**src/rtl/logic_nentries_filtered_gate_if.sv**
```systemverilog
// logic_nentries_filtered_gate_if: control, raw input and result bundle of the filtered gate
interface logic_nentries_filtered_gate_if #(
    parameter int N_INPUTS = 3,
    parameter int CNT_W    = 16
);
    logic                en;
    logic [1:0]          mode;
    logic [N_INPUTS-1:0] in_bits;
    logic                cnt_clr;
    logic                z;
    logic                z_valid;
    logic                z_rise;
    logic                z_fall;
    logic [CNT_W-1:0]    toggle_cnt;
    modport master (output en, mode, in_bits, cnt_clr, input z, z_valid, z_rise, z_fall, toggle_cnt);
    modport slave  (input en, mode, in_bits, cnt_clr, output z, z_valid, z_rise, z_fall, toggle_cnt);
endinterface

```
**src/rtl/logic_nentries_filtered_gate.sv**
```systemverilog
// logic_nentries_filtered_gate: synchronised, glitch-filtered N-input AND/OR/XOR/NAND with edge reporting
module logic_nentries_filtered_gate #(
    parameter int N_INPUTS      = 3,
    parameter int STABLE_CYCLES = 4,
    parameter int CNT_W         = 16
) (
    input logic clk,
    input logic rst,
    logic_nentries_filtered_gate_if.slave bus
);
    localparam int CW = $clog2(STABLE_CYCLES + 1);
    localparam logic [1:0] S_IDLE   = 2'd0;
    localparam logic [1:0] S_SETTLE = 2'd1;
    localparam logic [1:0] S_RUN    = 2'd2;
    logic [1:0]          r_state;
    logic [CW-1:0]       r_sc;
    logic [N_INPUTS-1:0] r_s1;
    logic [N_INPUTS-1:0] r_s2;
    logic [N_INPUTS-1:0] r_filt;
    logic [N_INPUTS-1:0] w_flip;
    logic                r_z;
    logic                r_rise;
    logic                r_fall;
    logic [CNT_W-1:0]    r_cnt;
    logic                w_run;
    logic                w_settle;
    logic                w_z_next;
    assign w_run    = bus.en && r_state == S_RUN;
    assign w_settle = bus.en && r_state == S_SETTLE;
    // gate function over the filtered bits
    always_comb begin
        w_z_next = bus.mode == 2'b00 ? &r_filt :
                   bus.mode == 2'b01 ? |r_filt :
                   bus.mode == 2'b10 ? ^r_filt : ~&r_filt;
    end
    // sequencing: any edge with en low returns to IDLE and discards the settle count
    always_ff @(posedge clk) begin
        if (rst || !bus.en) begin
            r_state <= S_IDLE;
            r_sc    <= '0;
        end else if (r_state == S_IDLE) begin
            r_state <= S_SETTLE;
            r_sc    <= '0;
        end else if (r_state == S_SETTLE) begin
            r_state <= r_sc == CW'(STABLE_CYCLES - 1) ? S_RUN : S_SETTLE;
            r_sc    <= r_sc + 1'b1;
        end
    end
    // two-flop synchroniser on every raw input
    always_ff @(posedge clk) begin
        if (rst) begin
            r_s1 <= '0;
            r_s2 <= '0;
        end else begin
            r_s1 <= bus.in_bits;
            r_s2 <= r_s1;
        end
    end
    genvar g;
    generate
        for (g = 0; g < N_INPUTS; g++) begin : g_filt
            logic [CW-1:0] r_fc;
            logic          w_mis;
            assign w_mis     = r_s2[g] ^ r_filt[g];
            assign w_flip[g] = w_mis && r_fc == CW'(STABLE_CYCLES - 1);
            // mismatch run length; only counts in RUN so a re-enable starts from scratch
            always_ff @(posedge clk) begin
                if (rst || !w_run)
                    r_fc <= '0;
                else
                    r_fc <= (w_mis && !w_flip[g]) ? r_fc + 1'b1 : '0;
            end
        end
    endgenerate
    // filtered bits: copied straight through while settling, debounced while running
    always_ff @(posedge clk) begin
        if (rst)
            r_filt <= '0;
        else
            r_filt <= w_settle ? r_s2 : w_run ? r_filt ^ w_flip : r_filt;
    end
    // registered result plus edge pulses, pulses only for changes seen in RUN
    always_ff @(posedge clk) begin
        if (rst) begin
            r_z    <= 1'b0;
            r_rise <= 1'b0;
            r_fall <= 1'b0;
        end else begin
            r_z    <= (w_settle || w_run) ? w_z_next : r_z;
            r_rise <= w_run && w_z_next && !r_z;
            r_fall <= w_run && !w_z_next && r_z;
        end
    end
    // saturating edge counter; clear beats a simultaneous edge
    always_ff @(posedge clk) begin
        if (rst || bus.cnt_clr)
            r_cnt <= '0;
        else if (w_run && (w_z_next ^ r_z) && !(&r_cnt))
            r_cnt <= r_cnt + 1'b1;
    end
    assign bus.z          = r_z;
    assign bus.z_valid    = r_state == S_RUN;
    assign bus.z_rise     = r_rise;
    assign bus.z_fall     = r_fall;
    assign bus.toggle_cnt = r_cnt;
endmodule

```
**src/flat_wrapper.sv**
```systemverilog
// flat-port wrapper written by rule: the top's interface ports become plain ports
module logic_nentries_filtered_gate_flat 
#(
    parameter int N_INPUTS      = 3,
    parameter int STABLE_CYCLES = 4,
    parameter int CNT_W         = 16
)
  (clk, rst, bus_en, bus_mode, bus_in_bits, bus_cnt_clr, bus_z, bus_z_valid, bus_z_rise, bus_z_fall, bus_toggle_cnt);
  logic_nentries_filtered_gate_if #(.N_INPUTS(N_INPUTS), .CNT_W(CNT_W)) bus_i ();
  input logic clk;
  input logic rst;
  input wire logic [$bits(bus_i.en)-1:0] bus_en;
  input wire logic [$bits(bus_i.mode)-1:0] bus_mode;
  input wire logic [$bits(bus_i.in_bits)-1:0] bus_in_bits;
  input wire logic [$bits(bus_i.cnt_clr)-1:0] bus_cnt_clr;
  output wire logic [$bits(bus_i.z)-1:0] bus_z;
  output wire logic [$bits(bus_i.z_valid)-1:0] bus_z_valid;
  output wire logic [$bits(bus_i.z_rise)-1:0] bus_z_rise;
  output wire logic [$bits(bus_i.z_fall)-1:0] bus_z_fall;
  output wire logic [$bits(bus_i.toggle_cnt)-1:0] bus_toggle_cnt;
  assign bus_i.en = bus_en;
  assign bus_i.mode = bus_mode;
  assign bus_i.in_bits = bus_in_bits;
  assign bus_i.cnt_clr = bus_cnt_clr;
  assign bus_z = bus_i.z;
  assign bus_z_valid = bus_i.z_valid;
  assign bus_z_rise = bus_i.z_rise;
  assign bus_z_fall = bus_i.z_fall;
  assign bus_toggle_cnt = bus_i.toggle_cnt;
  logic_nentries_filtered_gate #(.N_INPUTS(N_INPUTS), .STABLE_CYCLES(STABLE_CYCLES), .CNT_W(CNT_W)) u_core (.clk(clk), .rst(rst), .bus(bus_i));
endmodule
```
**config.mk**
```make
export PLATFORM = sky130hd
export DESIGN_NAME = logic_nentries_filtered_gate_flat
export DESIGN_NICKNAME = d
export VERILOG_FILES = /design/src/rtl/logic_nentries_filtered_gate_if.sv /design/src/rtl/logic_nentries_filtered_gate.sv /design/src/flat_wrapper.sv
export SDC_FILE = /design/constraint.sdc
export NUM_CORES = 1
export LEC_CHECK = 0
export CAP_MARGIN = 20
export CELL_PAD_IN_SITES_DETAIL_PLACEMENT = 1
export CELL_PAD_IN_SITES_GLOBAL_PLACEMENT = 2
export CORE_MARGIN = 4
export CORE_UTILIZATION = 29
export CTS_BUF_LIST = sky130_fd_sc_hd__clkbuf_16
export DETAILED_ROUTE_END_ITERATION = 10
export PLACE_DENSITY_LB_ADDON = 0.1
export REMOVE_ABC_BUFFERS = 1
export SLEW_MARGIN = 15
export SYNTH_ARGS = -nofsm -noshare
export SYNTH_HDL_FRONTEND = slang
export SYNTH_SLANG_ARGS = --single-unit
```
**constraint.sdc**
```tcl
create_clock -name clk -period 2.3 [get_ports clk]
set_clock_uncertainty 0.1 [all_clocks]
set_input_delay 0.575 -clock clk [delete_from_list [all_inputs] [get_ports clk]]
set_output_delay 0.575 -clock clk [all_outputs]
set_load 0.03 [all_outputs]
```
### Wire density map

The die is cut into 18 by 18 equal tiles; white is low, dark blue is high, scaled to the fullest tile. Values are wire area over tile area, all layers added.
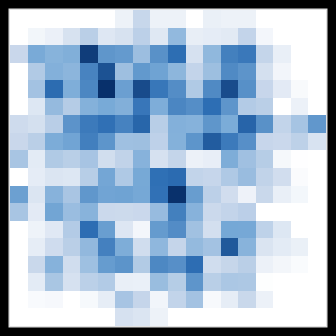
tiles over half the peak	23%
mean over tiles	0.094
densest ninth of the die	centre
nearly empty tiles	20%
emptiest ninth of the die	lower right
fullest tile	0.32
overall global routing resource usage: 0.1296
vias post-DR: 1730

==> flow_summary_export.csv <==
group,metric,value,unit
outcome,run_status,"completed",
clock_tree,cts_sinks,42,
power,vdd_ir_drop_max,411.7,uV
placed_design,dpl.hpwl,3523,um
routing,remaining_drc_errors,0,
synth,ys_warn_count,0,
floorplan,area_of_the_core,0.006459,mm^2
routing,drt-vias-per-instance,4.957,
clock_tree,clock.latency.late_pin,0.28,ns
synth,synth.cellmix.xorXnorShare,0.01343,
floorplan,die.size.y,90.15,um
synth,post_synth_ao_oa_area_fraction,0.1528,
synth,synthAdderAreaFrac,0.07033,
flow_run,drv.max_cap_violation_count,0,
worst_setup_path,path_delay_family,"AND-OR/OR-AND gates",
synth,yosys_register_bits,42,
final_timing,rsz_0062_raised_after_global_routing,"true",
hold_path,min_path_type,"reg -> reg",
global_route,grt_antenna_before_repair,0,
power,power.density,557.3,mW/mm^2
clock_tree,tritoncts,"yes",
synth,synth_stat.cells,231,
synth,netlist-cell-type-count,39,
placed_design,pre_cts_ws,-0.4103,ns
clock_tree,worst_setup_hold_path_clk_slew,0.06,ns
worst_setup_path,worst-path-max-fanout,8,
worst_setup_path,timing.critical_path.arrival,2.37,ns
synth,post_synth_mux_area_share,0.005115,
worst_setup_path,crit_slowest_cell,"sky130_fd_sc_hd__o311a_1",
routing,drt_pre_antenna_iters,2,
synth,postSynthAreaPerCell,8.471,um^2
final_timing,setup_violating_endpoint_count_in_the_final_report,0,
worst_setup_path,required,2.41,ns
synth,post_synth_main_logic_family,"simple AND/OR/NAND/NOR gates",
power,leakagePower,0.9411,nW
floorplan,die_w,90.15,um
worst_setup_path,cpPeakStageDelay,0.38,ns
synth,netlist_area,0.001957,mm^2
global_route,overflow,0,
worst_setup_path,timing.critical_path.cells,"buf_4 -> ha_4 -> o311a_1 -> o21ai_2 -> nand3_4 -> buf_12 -> buf_8 -> buf_6 -> or3_1 -> a21oi_1",
final_timing,report.final.slew_viol_count,0,
### Metal 1

Scale bar: 20 um. Cells faint in the background.
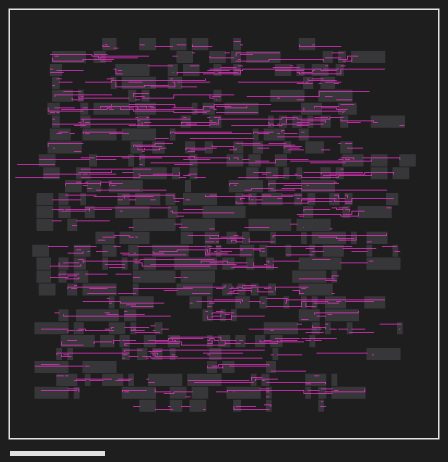
wire length on this layer	2690 um
longest straight run	26.2 um
main direction	horizontal

## power breakdown
part | internal [mW] | total (mW) | switching [mW]
combinational | 0.0393 | 0.0792 | 0.0399
sequential | 0.737 | 0.745 | 0.00817
clock | 0.391 | 0.655 | 0.265
## final timing paths
kind	start	endpoint	cells past startpoint
worst max-delay path	flip-flop	u_core.bus.toggle_cnt[0]	10
worst min register to register	u_core.g_filt[2].r_fc[0]	u_core.g_filt[2].r_fc[0]	1
worst min-delay path	u_core.g_filt[2].r_fc[0]	u_core.g_filt[2].r_fc[0]	1
worst max register to register	flip-flop	u_core.bus.toggle_cnt[0]	10
## stage by stage
step / std cells / setup TNS [ns]
finish: 349 / 0
global route: 349 / -0.3781
CTS: 350 / -0.05356
detailed placement: 338 / -5.160
global placement: 338 / -4.417
floorplan: 219 / -1.935
## registers in the layout, indices dropped and copies added (netlist names), named ones only
| signal | cells |
|---|---|
| u_core.r_sc | 3 |
| u_core.bus.z_rise | 1 |
| u_core.r_state | 2 |
| u_core.bus.z_fall | 1 |
| u_core.bus.toggle_cnt | 16 |
| u_core.bus.z | 1 |
| u_core.g_filt.r_fc | 9 |
| u_core.r_s1 | 3 |
| u_core.r_s2 | 3 |
## cell usage after synthesis, types with 2 or more instances
cell type / n / area, um^2
sky130_fd_sc_hd__ha_1: 11 / 137.6
sky130_fd_sc_hd__buf_2: 3 / 15.01
sky130_fd_sc_hd__nor2b_1: 10 / 62.56
sky130_fd_sc_hd__and3_1: 6 / 37.54
sky130_fd_sc_hd__a21oi_1: 21 / 105.1
sky130_fd_sc_hd__clkbuf_1: 7 / 26.28
sky130_fd_sc_hd__nor2_1: 26 / 97.59
sky130_fd_sc_hd__nand2_1: 9 / 33.78
sky130_fd_sc_hd__dfxtp_1: 42 / 840.8
sky130_fd_sc_hd__nand4_1: 4 / 25.02
sky130_fd_sc_hd__or2_2: 3 / 18.77
sky130_fd_sc_hd__nand3_1: 12 / 60.06
sky130_fd_sc_hd__nor4_1: 2 / 12.51
sky130_fd_sc_hd__xor2_1: 2 / 17.52
sky130_fd_sc_hd__nor3_1: 4 / 20.02
sky130_fd_sc_hd__or4_1: 8 / 60.06
sky130_fd_sc_hd__nand2b_1: 3 / 18.77
sky130_fd_sc_hd__o21ai_0: 9 / 45.04
sky130_fd_sc_hd__o211ai_1: 2 / 15.01
sky130_fd_sc_hd__o31ai_1: 8 / 60.06
sky130_fd_sc_hd__inv_1: 15 / 56.30
sky130_fd_sc_hd__or3_1: 7 / 43.79
## cell type report
| class | count | area, um^2 |
|---|---|---|
| fillers | 774 | 3804 |
| multi-input cells | 162 | 1096 |
| clock inverters | 3 | 11.26 |
| clock buffers | 5 | 125.1 |
| flip-flops and latches | 42 | 843.3 |
| repair buffers | 45 | 426.7 |
| inverters | 15 | 56.30 |
| well taps | 77 | 96.34 |
## routing by layer
layer  GRT usage  part of all wire  up-vias
li1            -                 -      893
met3     0.02838             0.029        2
met4     0.03444            0.0058        0
met1      0.1818              0.53      818
met5           0                 0        -
met2      0.2004              0.43       17
Power is estimated from default activity; no workload was simulated.
